`config.mk`:
```
export PLATFORM = sky130hd
export DESIGN_NAME = ccl_frame_loader_flat
export DESIGN_NICKNAME = d
export VERILOG_FILES = /design/src/rtl/ccl_frame_loader_if.sv /design/src/rtl/ccl_frame_loader.sv /design/src/flat_wrapper.sv
export SDC_FILE = /design/constraint.sdc
export NUM_CORES = 1
export LEC_CHECK = 0
export CAP_MARGIN = 20
export CORE_ASPECT_RATIO = 0.7
export CORE_MARGIN = 4
export CORE_UTILIZATION = 44
export CTS_CLUSTER_DIAMETER = 50
export DETAILED_ROUTE_END_ITERATION = 10
export PLACE_DENSITY = 0.71
export SYNTH_ARGS = -nofsm -noshare
export SYNTH_HDL_FRONTEND = slang
export SYNTH_SLANG_ARGS = --single-unit
```
`constraint.sdc`:
```
create_clock -name clk -period 3.6 [get_ports clk]
set_input_delay 0.72 -clock clk [delete_from_list [all_inputs] [get_ports clk]]
set_output_delay 0.72 -clock clk [all_outputs]
set_load 0.05 [all_outputs]
```
`src/rtl/ccl_frame_loader_if.sv`:
```
// ccl_frame_loader_if: byte-stream input and buffer-write/status output bundle of the frame loader
interface ccl_frame_loader_if;
  logic       in_valid;
  logic [7:0] in_data;
  logic       in_ready;
  logic       enb;
  logic [1:0] buf_addr;
  logic [7:0] byte_o;
  logic       frame_done;
  logic       frame_err;
  logic [7:0] err_cnt;
  modport master (
    output in_valid, in_data,
    input  in_ready, enb, buf_addr, byte_o, frame_done, frame_err, err_cnt
  );
  modport slave (
    input  in_valid, in_data,
    output in_ready, enb, buf_addr, byte_o, frame_done, frame_err, err_cnt
  );
endinterface

```
`src/rtl/ccl_frame_loader.sv`:
```
// ccl_frame_loader: hunts SYNC_BYTE, writes 4 payload bytes to buffer slots 0..3, then flags the frame
// Define CCL_LOADER_CKSUM_EN to require a trailing XOR checksum byte after the payload.
module ccl_frame_loader #(
  parameter logic [7:0] SYNC_BYTE   = 8'hA5,
  parameter int         TIMEOUT_CYC = 1024,
  parameter int         TO_W        = 10
) (
  input logic           clk,
  input logic           rst_n,
  ccl_frame_loader_if.slave bus
);
`ifdef CCL_LOADER_CKSUM_EN
  typedef enum logic [1:0] {IDLE, PAYLOAD, CHECK, DONE} state_t;
  logic [7:0] xor_q, xor_d;
`else
  typedef enum logic [1:0] {IDLE, PAYLOAD, DONE} state_t;
`endif
  state_t          state_q, state_d;
  logic [1:0]      idx_q, idx_d;
  logic [TO_W-1:0] cnt_q, cnt_d;
  logic            enb_q, enb_d;
  logic [1:0]      addr_q, addr_d;
  logic [7:0]      byte_q, byte_d;
  logic            done_q, done_d;
  logic            err_q, err_d;
  logic [7:0]      err_cnt_q, err_cnt_d;
  logic            acc, in_frame, timeout;
  assign bus.in_ready   = state_q != DONE;
  assign bus.enb        = enb_q;
  assign bus.buf_addr   = addr_q;
  assign bus.byte_o     = byte_q;
  assign bus.frame_done = done_q;
  assign bus.frame_err  = err_q;
  assign bus.err_cnt    = err_cnt_q;
  assign acc      = bus.in_valid && bus.in_ready;
  assign in_frame = state_q != IDLE && state_q != DONE;
  // an accepted byte in the final cycle of the window beats the timeout
  assign timeout  = in_frame && !acc && cnt_q == TO_W'(TIMEOUT_CYC - 1);
  always_comb begin
    state_d = state_q;
    idx_d   = idx_q;
    cnt_d   = (in_frame && !acc) ? cnt_q + 1'b1 : '0;
    enb_d   = 1'b0;
    addr_d  = addr_q;
    byte_d  = byte_q;
    done_d  = 1'b0;
    err_d   = timeout;
`ifdef CCL_LOADER_CKSUM_EN
    xor_d   = xor_q;
`endif
    unique case (state_q)
      IDLE: if (acc && bus.in_data == SYNC_BYTE) begin
        state_d = PAYLOAD;
        idx_d   = '0;
`ifdef CCL_LOADER_CKSUM_EN
        xor_d   = '0;
`endif
      end
      PAYLOAD: if (acc) begin
        enb_d  = 1'b1;
        addr_d = idx_q;
        byte_d = bus.in_data;
        idx_d  = idx_q + 1'b1;
`ifdef CCL_LOADER_CKSUM_EN
        xor_d  = xor_q ^ bus.in_data;
        if (idx_q == 2'd3) state_d = CHECK;
`else
        if (idx_q == 2'd3) begin
          state_d = DONE;
          done_d  = 1'b1;
        end
`endif
      end else if (timeout) state_d = IDLE;
`ifdef CCL_LOADER_CKSUM_EN
      CHECK: if (acc) begin
        done_d = bus.in_data == xor_q;
        err_d  = bus.in_data != xor_q;
        if (done_d) state_d = DONE;
        else state_d = IDLE;
      end else if (timeout) state_d = IDLE;
`endif
      DONE: state_d = IDLE;
      default: state_d = IDLE;
    endcase
    err_cnt_d = (err_d && err_cnt_q != 8'hFF) ? err_cnt_q + 1'b1 : err_cnt_q;
  end
  always_ff @(posedge clk or negedge rst_n) begin
    if (!rst_n) begin
      state_q   <= IDLE;
      idx_q     <= '0;
      cnt_q     <= '0;
      enb_q     <= 1'b0;
      addr_q    <= '0;
      byte_q    <= '0;
      done_q    <= 1'b0;
      err_q     <= 1'b0;
      err_cnt_q <= '0;
`ifdef CCL_LOADER_CKSUM_EN
      xor_q     <= '0;
`endif
    end else begin
      state_q   <= state_d;
      idx_q     <= idx_d;
      cnt_q     <= cnt_d;
      enb_q     <= enb_d;
      addr_q    <= addr_d;
      byte_q    <= byte_d;
      done_q    <= done_d;
      err_q     <= err_d;
      err_cnt_q <= err_cnt_d;
`ifdef CCL_LOADER_CKSUM_EN
      xor_q     <= xor_d;
`endif
    end
  end
endmodule

```
`src/flat_wrapper.sv`:
```
// flat-port wrapper written by rule: the top's interface ports become plain ports
module ccl_frame_loader_flat 
#(
  parameter logic [7:0] SYNC_BYTE   = 8'hA5,
  parameter int         TIMEOUT_CYC = 1024,
  parameter int         TO_W        = 10
)
  (clk, rst_n, bus_in_valid, bus_in_data, bus_in_ready, bus_enb, bus_buf_addr, bus_byte_o, bus_frame_done, bus_frame_err, bus_err_cnt);
  ccl_frame_loader_if bus_i ();
  input logic clk;
  input logic rst_n;
  input wire logic [$bits(bus_i.in_valid)-1:0] bus_in_valid;
  input wire logic [$bits(bus_i.in_data)-1:0] bus_in_data;
  output wire logic [$bits(bus_i.in_ready)-1:0] bus_in_ready;
  output wire logic [$bits(bus_i.enb)-1:0] bus_enb;
  output wire logic [$bits(bus_i.buf_addr)-1:0] bus_buf_addr;
  output wire logic [$bits(bus_i.byte_o)-1:0] bus_byte_o;
  output wire logic [$bits(bus_i.frame_done)-1:0] bus_frame_done;
  output wire logic [$bits(bus_i.frame_err)-1:0] bus_frame_err;
  output wire logic [$bits(bus_i.err_cnt)-1:0] bus_err_cnt;
  assign bus_i.in_valid = bus_in_valid;
  assign bus_i.in_data = bus_in_data;
  assign bus_in_ready = bus_i.in_ready;
  assign bus_enb = bus_i.enb;
  assign bus_buf_addr = bus_i.buf_addr;
  assign bus_byte_o = bus_i.byte_o;
  assign bus_frame_done = bus_i.frame_done;
  assign bus_frame_err = bus_i.frame_err;
  assign bus_err_cnt = bus_i.err_cnt;
  ccl_frame_loader #(.SYNC_BYTE(SYNC_BYTE), .TIMEOUT_CYC(TIMEOUT_CYC), .TO_W(TO_W)) u_core (.clk(clk), .rst_n(rst_n), .bus(bus_i));
endmodule
```
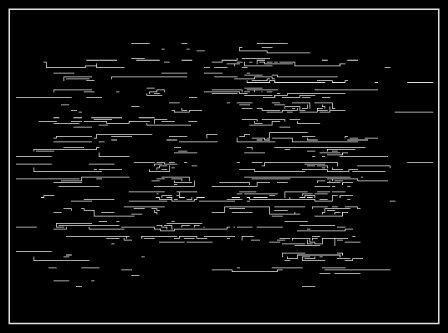
*The metal 1 layer, run 1*
share of all routed wire: 46%
wire length on this layer: 1390 um
longest straight run: 19.3 um
nets with wire on the layer: 170

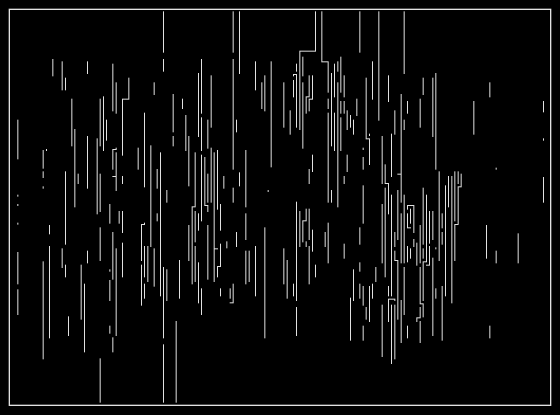
*M2 wires, run 1*
longest straight run: 20.7 um
wire length on this layer: 1370 um

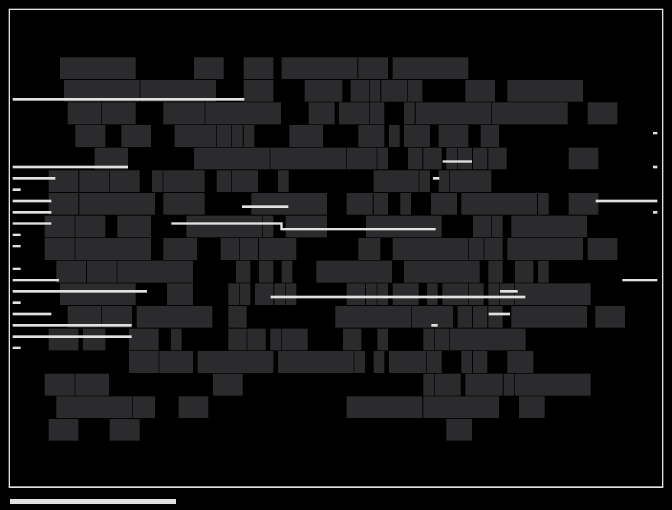
*Signal wires on met3, run 1*
Scale bar: 20 um. Cells faint in the background.
main direction: horizontal
nets with wire on the layer: 27
longest straight run: 30.4 um

==> impl_metrics.csv, run 1 <==
group,metric,value,unit
outcome,status,"completed",
pwr,powerSeq,0.000478,W
yosys,ys_sh_xor,6.301,%
timing,hold_violations,0,
placement,gp_congestion,0.8247,
clock_tree,cts-root-buf,"clkbuf_8",
pwr,pwr_density_cell,568.8,nW/um2
pwr,combinationalPower,0.000358,W
worst_setup_path,rrSetupSlack,1400,ps
yosys,synth_top_area_share,57.28,%
route,route.met3.wl,204,um
grt,use_met3,5.678,%
timing,setup_viol,0,
final_layout,antennaDiodeCount,0,
run,tool_warnings,26,
yosys,synth_warnings,0,
route,dr_wl_met2,1.372,mm
floorplan,io_pins,33,
final_layout,clkbuf_count,8,
grt,grt_overflow,0,
min_path,hold_path_class,"flop to flop",
yosys,ff_type,"dfrtp_1",
final_layout,seq_area,875.8,um2
route,firstDrtPassIters,4,
clock_tree,cts_buffers,5,
route,drtAntennaViolNets,0,
grt,grt.busiest_layer,"met2",
worst_setup_path,r2r-start,"u_core.cnt_q[0]",
yosys,yosys_area,1529,um2
min_path,whs_path_depth,1,
min_path,hp-start,"u_core.state_q[1]",
timing,finalSetupTns,0,ps
timing,finalCriticalPeriod,2792,ps
worst_setup_path,cp_data_arrival_time,2950,ps
route,via_per_inst,5.157,
final_layout,buffer_area_share,16.36,%
grt,grt_usage,14.40,%
yosys,mux_share,6.628,%
pwr,power_frac_clock,26.6,%
timing,worstMarginPinSlew,512.8,ps
final_layout,seq_share,43.72,%
final_layout,largestClassByArea,"sequential cells",
final_layout,n_all_inverters,8,
timing,slew_viol_final,0,
pwr,leakagePower,0.9015,nW
clock_tree,cts.clk_slew.worst_paths,70,ps
final_layout,post-route-util,61.96,%
yosys,edf_count,0,
yosys,aoi_share,6.628,%
route,wl_met1,1.390,mm
min_path,min_to,"u_core.state_q[0]",
floorplan,n_tap_cell,47,
yosys,ys_sh_simple,17.92,%
yosys,syn_inst,138,
yosys,ys_types,31,
placement,hpwl,2.192,mm
route,routed.top_layer,"met4",
worst_setup_path,crit_fanout,11,
yosys,synth_nets,152,
final_layout,comb_cells,92,
clock_tree,cts_max_path_buffers,2,
final_layout,combGateArea,610.6,um2
grt,grtUsageMet2,22.56,%
grt,grtUsageMet1,17.95,%
final_layout,largest_reg_flops,10,
clock_tree,holdBufCountCts,0,
floorplan,fp_util,47.29,%
yosys,top_cells_by_count,"dfrtp_1 (35), nor2_1 (15), nand2_1 (10)",
run,max_cap_violations,0,
final_layout,final.fill_count,269,
timing,slew_headroom,65.70,%
final_layout,layout-drive-gt1-share,10.80,%
worst_setup_path,timing.rr.end,"u_core.bus.err_cnt[1]",
timing,rsz0062_at_grt,"no",
yosys,top_area_cell,"dfrtp_1",
worst_setup_path,cp.required,3760,ps
floorplan,num_rows,17,
yosys,syn_area,1529,um2
final_layout,regMostFlops,"u_core.cnt_q",
clock_tree,clk_latency,280,ps
yosys,yosysCellCount,138,
timing,fin_ws,808.1,ps
pwr,top_power_group,"registers",
run 1: critical path: stages:
cell and delay, ps:
clkdlybuf4s50_1 530, nand2b_1 370, or4_1 690, nor2_1 280, mux2_2 360
run 1: layout by cell type (no fill, tap or decap), drive strengths merged, types with 3 or more instances in the layout:
cell,synthesis,routed
a21oi,6,6
clkbuf,2,8
clkdlybuf4s50,0,32
dfrtp,35,35
ha,3,3
inv,8,8
mux2,9,9
nand2,10,10
nand3,6,6
nand4,3,3
nor2,15,15
nor3,4,4
o21ai,4,4
xnor2,4,4
xor2,7,7
run 1: through the flow:
step | cells | power, W
floorplan | 138 | 0.0007141
finish | 223 | 0.001139
CTS | 223 | 0.001154
global route | 223 | 0.001194
global placement | 215 | 0.0008400
detailed placement | 215 | 0.0008454
### Routing congestion, run 1

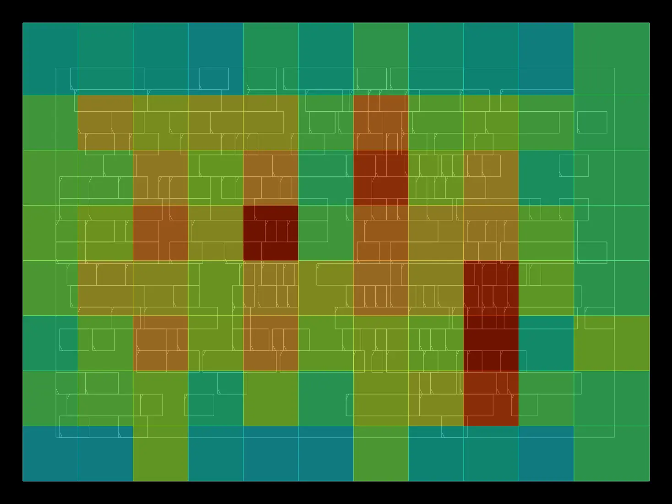

--- run 2 (diff from run 1) ---
==> constraint.sdc (replaced) <==
create_clock -name clk -period 2.8 [get_ports clk]
set_input_delay 0.56 -clock clk [delete_from_list [all_inputs] [get_ports clk]]
set_output_delay 0.56 -clock clk [all_outputs]
set_load 0.05 [all_outputs]
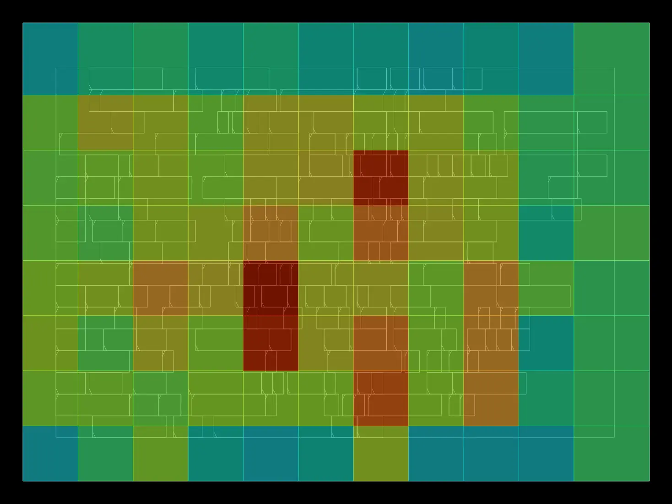
*Routing congestion, run 2*
WL/cell: 13.16 um
GRT Max-Usage Layer: met2
utilization of the core after routing: 62.42%
grt met3 use: 5.994%

==> run 2 against run 1 <==
  * Clock-buffer cell count unchanged
  * Non-clock buffer count rose by 2
  * Core utilization up 0.46 points
  * Clock power grew 32%
  * Critical path type is now flop to primary output
==> impl_metrics.csv, run 2 <==
group,metric,value,unit
outcome,status,"completed",
pwr,combinationalPower,0.000462,W
min_path,min_to,"u_core.bus.buf_addr[1]",
yosys,ys_sh_xor,6.301,%
worst_setup_path,r2r-start,"u_core.cnt_q[0]",
final_layout,layout_top_cell,"dfrtp_1",
clock_tree,cts_buffers,5,
worst_setup_path,crit_cells,2,
pwr,sequentialPowerShare,41.6,%
placement,hpwl,2.135,mm
worst_setup_path,cp.required,2240,ps
yosys,topCellsByArea,"dfrtp_1 (57%), mux2_2 (6.6%), xor2_1 (4.0%), nor2_1 (3.7%), ha_1 (2.5%)",
floorplan,die_w,78.46,um
route,drtAntennaViolNets,0,
clock_tree,holdBufCountCts,0,
worst_setup_path,path_buffers,1,
worst_setup_path,cp_data_arrival_time,1710,ps
final_layout,fin_area,2018,um2
yosys,edf_count,0,
pwr,leakagePower,0.9104,nW
yosys,synth.avg_cell_area,11.08,um2
placement,place_inst,217,
pwr,top_power_group,"registers",
yosys,top_area_cell,"dfrtp_1",
min_path,hp-start,"u_core.bus.buf_addr[1]",
final_layout,comb_cells,92,
yosys,ff_type,"dfrtp_1",
worst_setup_path,endpoint_kind,"primary output",
final_layout,combGateArea,610.6,um2
pwr,internal-power,0.0009711,W
route,via_per_inst,4.991,
pwr,ir_worst_vdd,0.5278,mV
final_layout,clkbuf_count,8,
grt,grt_start_max_net_pins,36,
yosys,async_flop_share,100.0,%
clock_tree,cts_max_path_buffers,2,
timing,fin_ws,530.2,ps
yosys,yosysCellCount,138,
final_layout,final_cell_mix,"dfrtp_1 (35), clkdlybuf4s50_1 (32), nor2_1 (15)",
worst_setup_path,crit_fanout,8,
worst_setup_path,critical_path.slowest_cell,"clkdlybuf4s50_1",
timing,period_used_share,81.06,%
final_layout,layout-drive-gt1-share,11.80,%
clock_tree,cts_sinks,35,
clock_tree,post_cts_resized,0,
placement,pre_cts_slack,270.1,ps
floorplan,num_rows,17,
route,drt_iter0_markers,58,
final_layout,n_all_inverters,8,
run,tool_warnings,26,
timing,finalCriticalPeriod,2270,ps
pwr,pwr_density_cell,729.9,nW/um2
yosys,yosysSeqAreaShare,57.28,%
pwr,powerSeq,0.000613,W
yosys,ys_top_logic_family,"simple AND/OR/NAND/NOR gates",
floorplan,n_tap_cell,47,
final_layout,area_growth,32.00,%
pwr,pwr-share-comb,31.3,%
final_layout,n_all_buffers,35,
min_path,whs_path_depth,2,
worst_setup_path,cp_slowest_stage_delay,820,ps
yosys,ys_ff,35,
final_layout,seq_share,43.40,%
worst_setup_path,crit_chain,"nand2b_1, clkdlybuf4s50_1",
yosys,ys_types,31,
yosys,synth.most_common_cell,"dfrtp_1",
floorplan,core-area,3233,um2
yosys,mux_share,6.628,%
clock_tree,cts.clk_slew.worst_paths,70,ps
yosys,top_cells_by_count,"dfrtp_1 (35), nor2_1 (15), nand2_1 (10)",
worst_setup_path,cp-startpoint,"u_core.state_q[0]",
final_layout,largestClassByArea,"sequential cells",
min_path,hold_path_class,"flop to flop",
worst_setup_path,path_delay_family,"buffers and inverters",
placement,port_buffers,32,
final_layout,regMostFlops,"u_core.cnt_q",
timing,skew,5.968,ps
yosys,synth_warnings,0,
floorplan,die_h,57.32,um
timing,worstMarginPinSlew,509.0,ps
final_layout,seq_cells,35,
timing,setup_viol,0,
grt,grt_overflow,0,
final_layout,comb_share,30.25,%
worst_setup_path,crit_type,"flop to primary output",
timing,slew_viol_final,0,
floorplan,io_pins,33,
worst_setup_path,start_kind,"flop",
grt,grt_pass1_wl,5.064,mm
yosys,synth_top_area_share,57.28,%
placement,gp_congestion,0.7849,
worst_setup_path,timing.rr.end,"u_core.bus.err_cnt[1]",
route,drc,0,
timing,rsz0062_at_grt,"no",
timing,slew_headroom,65.96,%
grt,antenna_found_initial,0,
timing,hold_violations,0,
worst_setup_path,r2r_cells,5,
floorplan,fp_util,47.29,%
yosys,synth_nets,152,
run,max_cap_violations,0,
worst_setup_path,rrSetupSlack,640,ps
clock_tree,clk_latency,280,ps
grt,grt_usage,14.69,%
final_layout,buffer_area_share,16.99,%
clock_tree,cts-root-buf,"clkbuf_8",
final_layout,final.fill_count,270,
yosys,syn_inst,138,
pwr,power_frac_clock,27.1,%
timing,finalSetupTns,0,ps
route,firstDrtPassIters,4,
yosys,yosys_area,1529,um2
final_layout,fin_cells,225,
floorplan,die-area,4497,um2
pwr,p_sw_share,34.08,%
yosys,ys_sh_simple,17.92,%
final_layout,antennaDiodeCount,0,
yosys,syn_area,1529,um2
clock_tree,tritoncts,"yes",
final_layout,largest_reg_flops,10,
yosys,ys_sh_adder,2.455,%
yosys,aoi_share,6.628,%
final_layout,seq_area,875.8,um2
pwr,p_clk,0.000399,W
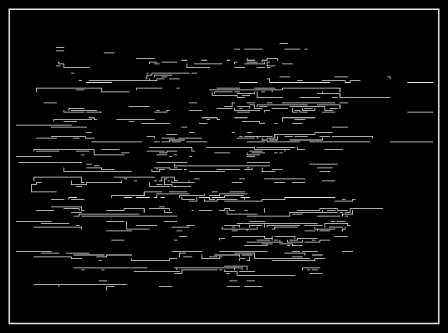
*The metal 1 layer, run 2*
final wirelength: 2.962 mm
Vias: 1123
met1 usage: 18.32%

run 2: per-layer routing:
metal	global-route usage, %	part of all wire, %	vias to the layer above
met5	0	0	-
met4	8.229	1.9	0
met3	5.994	6.4	7
li1	-	-	556
met2	21.83	45	28
met1	18.32	47	532
run 2: stage by stage:
| stage | total power (W) | utilization (%) | hold slack [ps] |
|---|---|---|---|
| floorplan | 0.0009181 | - | 264.4 |
| global placement | 0.001078 | 59.33 | 465.3 |
| detailed placement | 0.001088 | 59.33 | 471.0 |
| CTS | 0.001486 | 62.42 | 485.7 |
| global route | 0.001542 | 62.42 | 498.4 |
| finish | 0.001473 | 62.42 | 477.9 |
### M2 wires, run 2

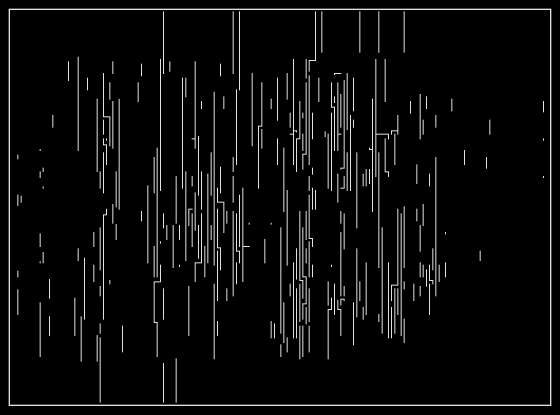

--- run 3 (diff from run 2) ---
--- a/config.mk
+++ b/config.mk
@@ -11,7 +11,7 @@
 export CORE_UTILIZATION = 44
 export CTS_CLUSTER_DIAMETER = 50
 export DETAILED_ROUTE_END_ITERATION = 10
-export PLACE_DENSITY = 0.71
+export PLACE_DENSITY = 0.74
 export SYNTH_ARGS = -nofsm -noshare
 export SYNTH_HDL_FRONTEND = slang
 export SYNTH_SLANG_ARGS = --single-unit
==> constraint.sdc (replaced) <==
create_clock -name clk -period 1.93 [get_ports clk]
set_input_delay 0.386 -clock clk [delete_from_list [all_inputs] [get_ports clk]]
set_output_delay 0.386 -clock clk [all_outputs]
set_load 0.05 [all_outputs]
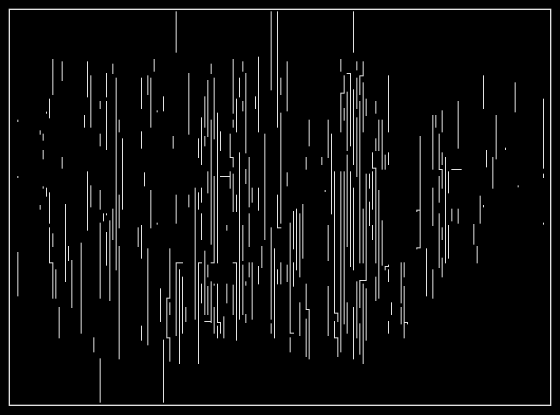
*M2 wires, run 3*
final wirelength: 3.202 mm
grt met2 use: 25.73%
Vias: 1174

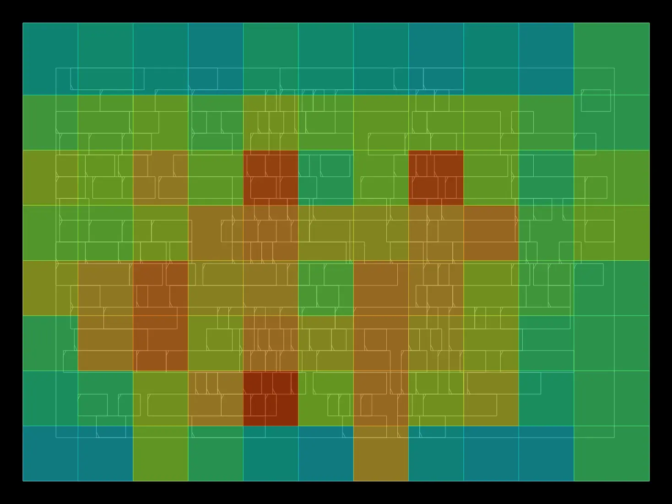
*Routing congestion, run 3*
WL/cell: 13.68 um
met1 usage: 19.21%

==> run 3 against run 2 <==
  * Power increased by 40%
  * Non-clock buffer count increased by 9
  * Worst hold slack improved by 4.9 ps
  * Die area unchanged
  * Clock skew increased by 4.1 ps
  * Clock power increased by 25%
  * Sequential power increased by 45%
  * Core utilization increased by 1.6 points
  * Routed wire length increased by 8.1%
  * Area after synthesis unchanged
  * Register-to-register slack got worse by 570 ps
  * Flip-flop count unchanged
  * Largest power group unchanged
  * Highest routed layer unchanged
==> impl_metrics.csv, run 3 <==
group,metric,value,unit
clock_tree,tritoncts,"yes",
final_layout,seq_share,42.32,%
final_layout,area_growth,35.35,%
timing,setup_viol,0,
floorplan,core-area,3233,um2
placement,gp_congestion,0.7647,
yosys,ys_sh_adder,2.455,%
grt,grt_overflow,0,
placement,pre_cts_slack,-343.0,ps
final_layout,combGateArea,633.1,um2
min_path,hold_path_class,"flop to flop",
floorplan,die-area,4497,um2
worst_setup_path,rrSetupSlack,70,ps
yosys,edf_count,0,
pwr,p_sw_share,35.18,%
yosys,ys_sh_simple,17.92,%
grt,grt_usage,15.71,%
final_layout,final.fill_count,282,
grt,grt_pass1_wl,5.409,mm
final_layout,clkbuf_count,7,
timing,fin_ws,54.84,ps
route,drtAntennaViolNets,0,
final_layout,fin_cells,234,
pwr,ir_worst_vdd,0.7128,mV
final_layout,post-route-util,64.01,%
final_layout,comb_share,30.59,%
timing,slew_viol_final,0,
yosys,ys_top_logic_family,"simple AND/OR/NAND/NOR gates",
yosys,aoi_share,6.628,%
pwr,total_power,0.002069,W
yosys,ys_types,31,
worst_setup_path,cp_slowest_stage_delay,820,ps
final_layout,final_cell_mix,"dfrtp_1 (35), clkdlybuf4s50_1 (24), buf_4 (20)",
yosys,yosysCellCount,138,
yosys,synth_top_area_share,57.28,%
clock_tree,cts_sinks,35,
timing,finalSetupTns,0,ps
placement,hpwl,2.395,mm
worst_setup_path,path_buffers,1,
yosys,syn_area,1529,um2
worst_setup_path,endpoint_kind,"primary output",
yosys,yosys_area,1529,um2
worst_setup_path,start_kind,"flop",
worst_setup_path,crit_fanout,4,
route,drt_iter0_markers,46,
yosys,yosysSeqAreaShare,57.28,%
final_layout,seq_cells,35,
pwr,powerSeq,0.000891,W
run,tool_warnings,26,
clock_tree,clk_latency,280,ps
final_layout,fin_area,2069,um2
floorplan,fp_util,47.29,%
final_layout,n_all_buffers,44,
timing,whs,482.8,ps
yosys,ys_ff,35,
yosys,synth_warnings,0,
final_layout,n_all_inverters,8,
clock_tree,cts-root-buf,"clkbuf_8",
final_layout,layout_top_cell,"dfrtp_1",
final_layout,comb_cells,92,
final_layout,antennaDiodeCount,0,
grt,grt_start_max_net_pins,36,
outcome,status,"completed",
floorplan,num_rows,17,
yosys,ys_sh_xor,6.301,%
worst_setup_path,critical_path.slowest_cell,"clkdlybuf4s50_1",
yosys,synth.avg_cell_area,11.08,um2
pwr,p_clk,0.000499,W
route,firstDrtPassIters,4,
yosys,top_cells_by_count,"dfrtp_1 (35), nor2_1 (15), nand2_1 (10)",
final_layout,buffer_area_share,18.86,%
yosys,ff_type,"dfrtp_1",
pwr,pwr-share-comb,32.8,%
floorplan,n_tap_cell,47,
final_layout,seq_area,875.8,um2
yosys,topCellsByArea,"dfrtp_1 (57%), mux2_2 (6.6%), xor2_1 (4.0%), nor2_1 (3.7%), ha_1 (2.5%)",
clock_tree,cts.clk_slew.worst_paths,70,ps
pwr,combinationalPower,0.000679,W
yosys,synth_nets,152,
route,via_per_inst,5.017,
timing,skew,10.04,ps
timing,hold_violations,0,
pwr,leakagePower,0.9596,nW
pwr,power_frac_clock,24.1,%
placement,port_buffers,32,
[run 3: worst paths after layout]
check	cells after the start	end	from
setup reg to reg	5	u_core.bus.err_cnt[1]	u_core.cnt_q[0]
max in group asynchronous	2	u_core.bus.byte_o[5]	rst_n
min in group asynchronous	2	u_core.state_q[1]	rst_n
hold reg to reg	2	u_core.bus.buf_addr[1]	u_core.bus.buf_addr[1]
hold / removal	2	u_core.bus.buf_addr[1]	u_core.bus.buf_addr[1]
setup / recovery	1	bus_err_cnt[6]	u_core.bus.err_cnt[6]
[run 3: per-layer routing]
metal | vias up | global-route usage [%] | share of wire, %
met5 | - | 0 | 0
met4 | 0 | 4.489 | 0.97
met3 | 6 | 6.625 | 7.6
met2 | 39 | 25.73 | 46
met1 | 553 | 19.21 | 46
li1 | 576 | - | -
Power is estimated from default activity; no workload was simulated.
